**config.mk**
```make
export PLATFORM = sky130hd
export DESIGN_NAME = log2_iter
export DESIGN_NICKNAME = d
export VERILOG_FILES = /design/src/rtl/log2_iter.sv
export SDC_FILE = /design/constraint.sdc
export NUM_CORES = 1
export LEC_CHECK = 0
export ABC_AREA = 1
export CAP_MARGIN = 20
export CORE_ASPECT_RATIO = 0.5
export CORE_MARGIN = 1
export CORE_UTILIZATION = 46
export CTS_CLUSTER_SIZE = 40
export DETAILED_ROUTE_END_ITERATION = 10
export PLACE_DENSITY = 0.67
export SYNTH_ARGS = -nofsm -noshare
export SYNTH_HDL_FRONTEND = slang
export SYNTH_SLANG_ARGS = --single-unit
```
**constraint.sdc**
```tcl
create_clock -name clk_i -period 3.25 [get_ports clk_i]
set_input_delay 0.8125 -clock clk_i [delete_from_list [all_inputs] [get_ports clk_i]]
set_output_delay 0.8125 -clock clk_i [all_outputs]
set_load 0.01 [all_outputs]
```
**src/rtl/log2_iter.sv**
```systemverilog
// Iterative base-2 logarithm: MSB index as integer part, fractional bits by
// repeated squaring of the normalised mantissa with a serial shift-add squarer.
module log2_iter #(
    parameter int WIDTH = 16,
    parameter int FRAC  = 16,
    localparam int IW   = $clog2(WIDTH),
    localparam int FW   = (FRAC > 0) ? FRAC : 1
) (
    input  logic             clk_i,
    input  logic             rst_ni,
    input  logic             start_i,
    input  logic [WIDTH-1:0] data_i,
    output logic             busy_o,
    output logic             valid_o,
    output logic             err_o,
    output logic [IW-1:0]    int_o,
    output logic [FW-1:0]    frac_o
);
    localparam int KW = $clog2(FRAC + 2);

    typedef enum logic [2:0] {IDLE, NORM, SQUARE, CHECK, DONE} state_t;

    state_t               state_q;
    logic [WIDTH-1:0]     opnd_q;
    logic [WIDTH-1:0]     m_q;
    logic [2*WIDTH-1:0]   p_q;
    logic [IW-1:0]        cnt_q;
    logic [KW-1:0]        k_q;
    logic [IW-1:0]        int_q;
    logic [FW-1:0]        frac_q;
    logic                 err_q;
    logic                 valid_q;
    logic                 busy_q;

    logic [IW-1:0]        msb_d;
    logic [WIDTH-1:0]     mant_d;
    logic [2*WIDTH-1:0]   pp_d;
    logic [2*WIDTH-1:0]   psum_d;
    logic                 top_d;
    logic [WIDTH-1:0]     mnext_d;

    always_comb begin
        msb_d = '0;
        for (int i = 0; i < WIDTH; i++) begin
            if (opnd_q[i]) msb_d = IW'(i);
        end
    end

    // m_q is Q1.(WIDTH-1); its square p_q is Q2.(2*WIDTH-2).
    always_comb begin
        mant_d  = opnd_q << (IW'(WIDTH - 1) - msb_d);
        pp_d    = {{WIDTH{1'b0}}, m_q} << cnt_q;
        psum_d  = m_q[cnt_q] ? (p_q + pp_d) : p_q;
        top_d   = p_q[2*WIDTH-1];
        mnext_d = top_d ? p_q[2*WIDTH-1:WIDTH] : p_q[2*WIDTH-2:WIDTH-1];
    end

    always_ff @(posedge clk_i or negedge rst_ni) begin
        if (!rst_ni) begin
            state_q <= IDLE;
            opnd_q  <= '0;
            m_q     <= '0;
            p_q     <= '0;
            cnt_q   <= '0;
            k_q     <= '0;
            int_q   <= '0;
            frac_q  <= '0;
            err_q   <= 1'b0;
            valid_q <= 1'b0;
            busy_q  <= 1'b0;
        end else begin
            case (state_q)
                IDLE: begin
                    valid_q <= 1'b0;
                    busy_q  <= 1'b0;
                    if (start_i) begin
                        opnd_q  <= data_i;
                        frac_q  <= '0;
                        err_q   <= 1'b0;
                        k_q     <= '0;
                        busy_q  <= 1'b1;
                        state_q <= NORM;
                    end
                end
                NORM: begin
                    p_q   <= '0;
                    cnt_q <= '0;
                    if (opnd_q == '0) begin
                        err_q   <= 1'b1;
                        int_q   <= '0;
                        frac_q  <= '0;
                        valid_q <= 1'b1;
                        state_q <= DONE;
                    end else begin
                        int_q <= msb_d;
                        m_q   <= mant_d;
                        if (FRAC == 0) begin
                            valid_q <= 1'b1;
                            state_q <= DONE;
                        end else begin
                            state_q <= SQUARE;
                        end
                    end
                end
                SQUARE: begin
                    p_q   <= psum_d;
                    cnt_q <= cnt_q + 1'b1;
                    if (cnt_q == IW'(WIDTH - 1)) state_q <= CHECK;
                end
                CHECK: begin
                    m_q    <= mnext_d;
                    frac_q <= (frac_q << 1) | FW'(top_d);
                    k_q    <= k_q + 1'b1;
                    p_q    <= '0;
                    cnt_q  <= '0;
                    if (k_q == KW'(FRAC - 1)) begin
                        valid_q <= 1'b1;
                        state_q <= DONE;
                    end else begin
                        state_q <= SQUARE;
                    end
                end
                DONE: begin
                    valid_q <= 1'b0;
                    busy_q  <= 1'b0;
                    state_q <= IDLE;
                end
                default: state_q <= IDLE;
            endcase
        end
    end

    assign busy_o  = busy_q;
    assign valid_o = valid_q;
    assign err_o   = err_q;
    assign int_o   = int_q;
    assign frac_o  = frac_q;
endmodule

```
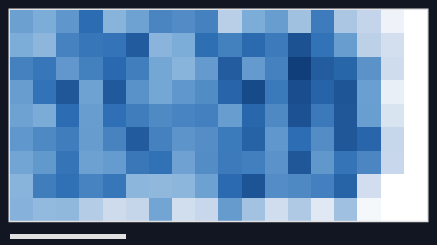
**Above:** cell density map.
Scale bar: 50 um. The die is cut into 18 by 9 equal tiles; white is low, dark blue is high, 0 to 100% covered.
The mean over all tiles is 55%. 18% of the tiles are over 75% full. The fullest tile reaches 95%. 6.8% of the tiles are nearly empty. The emptiest ninth of the die: bottom right.
core area: 0.0154 mm^2
fp util: 0.472

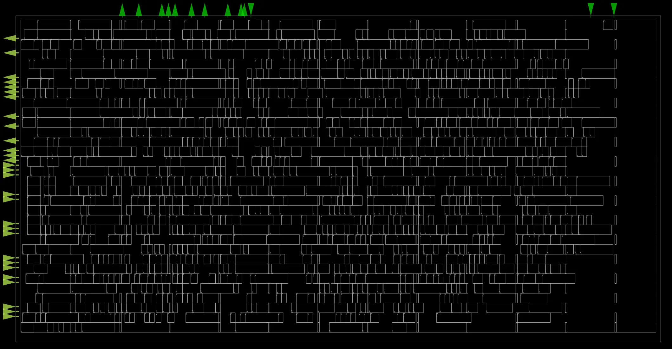
**Above:** placement view.
final design utilization: 0.595
count of standard-cell rows: 32
fraction of area in registers: 0.270

==> results.toml <==
# generated from flow reports
[run_status]
outcome = "finished clean"

[yosys]
fp_nets = 1125
synth_async_sr_flop_share = 1.00
synthesis.area_mm2 = 0.00727
yosysSeqAreaShare = 0.341
largest_area_cell = "sky130_fd_sc_hd__dfrtp_1"
top_cell = "sky130_fd_sc_hd__nand2_1"

[critical_path]
origin_of_the_critical_flop_to_flop_path = "cnt_q[0]$_DFFE_PN0P_"
maximum_net_fanout_on_the_critical_path = 6
setup.worst_path.class = "register to register"
timing.critical_path.slowest_cell_delay_ns = 0.47
crit_path_top_delay_cell = "sky130_fd_sc_hd__dfrtp_2"
cp_data_required_time_ns = 3.51
setup.reg_to_reg.worst_slack_ns = 0.06

[sta]
rsz0062_at_grt = "yes"
fin_worst_skew_ns = 0.00840
max_slew.worst_pin.slew_ns = 0.657
finalSetupViolations = 0
relSlewSlack = 0.562
achievable-frequency_mhz = 314
hold_violations = 0

[run]
warning_count = 27

[grt]
grt_start_max_net_pins = 48
globalRoute.totalOverflow = 0

[detailed_routing]
routed_wirelength_um = 21800
route.detailed.drc = 0
firstDrtPassIters = 6
antenna_left = 0

[floorplanning]
ioPinCount = 42
die_w_um = 180

[clocking]
cts.path.max_buffers = 2

[final_layout]
layout-area-overhead-vs-synth_pct = 26.2
fillCellCount = 1404
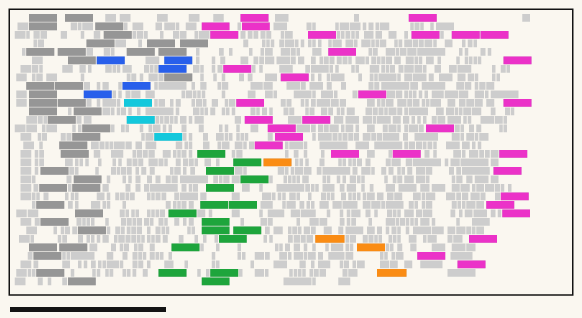
**Above:** sequential cells grouped by signal name.
Scale bar: 50 um.
Orange stands for cnt_q, sequential cells 4, where bottom middle. Green stands for m_q, sequential cells 16. Cyan stands for state_q, sequential cells 3. Magenta stands for p_q, sequential cells 32. Blue stands for k_q, sequential cells 5, where top left.

-- flip-flops by register name, summed over array words and instances (netlist names) --
signal	cells
m_q	16
int_o	4
opnd_q	16
state_q	3
cnt_q	4
k_q	5
err_o	1
p_q	32
valid_o	1
frac_o	16
busy_o	1
-- layout by cell type, fill, tap and decap left out, drive strengths merged, types with 5 or more instances in the layout --
master,n
a21oi,75
clkbuf,10
clkinv,6
nor4,5
nor3,5
inv,133
nand3,77
buf,76
o21ai,130
nand4,11
a31oi,19
dfrtp,99
nor2,94
nand2,276
o22ai,22
o211ai,6
ha,34
clkdlybuf4s50,40
-- through the flow --
step                      TNS [ns]  setup WS (ns)  std cells  cell area, um^2  hold WS, ns
after floorplan                  0         0.0854       1071             7270        0.455
after global placement      -0.202         -0.101       1328             8150        0.480
after detailed placement    -0.286         -0.117       1328             8150        0.477
after CTS                        0        0.00547       1345             8480        0.492
after global routing        -0.903         -0.218       1369             9180        0.526
final                            0         0.0640       1369             9180        0.483
-- path summary, 6_finish.rpt --
kind                                           to  cells past startpoint
hold reg to reg            state_q[0]$_DFFE_PN0P_                      1
min in group clk_i         state_q[0]$_DFFE_PN0P_                      1
setup / recovery              p_q[26]$_DFFE_PN0P_                     21
hold / removal                 p_q[7]$_DFFE_PN0P_                      1
max in group asynchronous   opnd_q[8]$_DFFE_PN0P_                      2
setup reg to reg              p_q[26]$_DFFE_PN0P_                     21
-- kinds of logic after synthesis --
kind of cell / share of synthesized area
flops: 0.341
compound gates: 0.221
xor+xnor: 0.00843
fa+ha+maj: 0.0613
mux: 0.00275
simple gates: 0.271
buf+inv: 0.0952
-- critical path, delay by kind of cell, from the launching register on --
kind / cells / cell delay (ns)
compound gates: 8 / 1.31
buf+inv: 6 / 0.59
flops: 1 / 0.47
simple gates: 5 / 0.39
fa+ha+maj: 1 / 0.28
xor+xnor: 1 / 0.05
-- routing by layer --
metal	track usage	vias up	part of all wire	wire length (um)
li1	-	3780	-	-
met1	0.369	3531	0.48	10400
met2	0.391	265	0.44	9470
met3	0.0524	35	0.068	1470
met4	0.0783	0	0.020	439
met5	0	-	0	0
-- cell type report --
type	count	area, um^2	share of cell area
clock buffers	9	225	0.0245
clock inverters	7	93.8	0.0102
inverters	133	503	0.0548
multi-input cells	799	4580	0.499
flip-flops and latches	99	2480	0.270
well taps	204	255	0.0278
repair buffers	117	1030	0.112
repair inverters	1	5.00	0.000545
-- repair_timing --
action	4_1_cts	5_1_grt
pin swaps	4	55
buffers inserted	1	21
endpoints found under the setup margin	4	19
gates resized	11	156
cloned	0	3
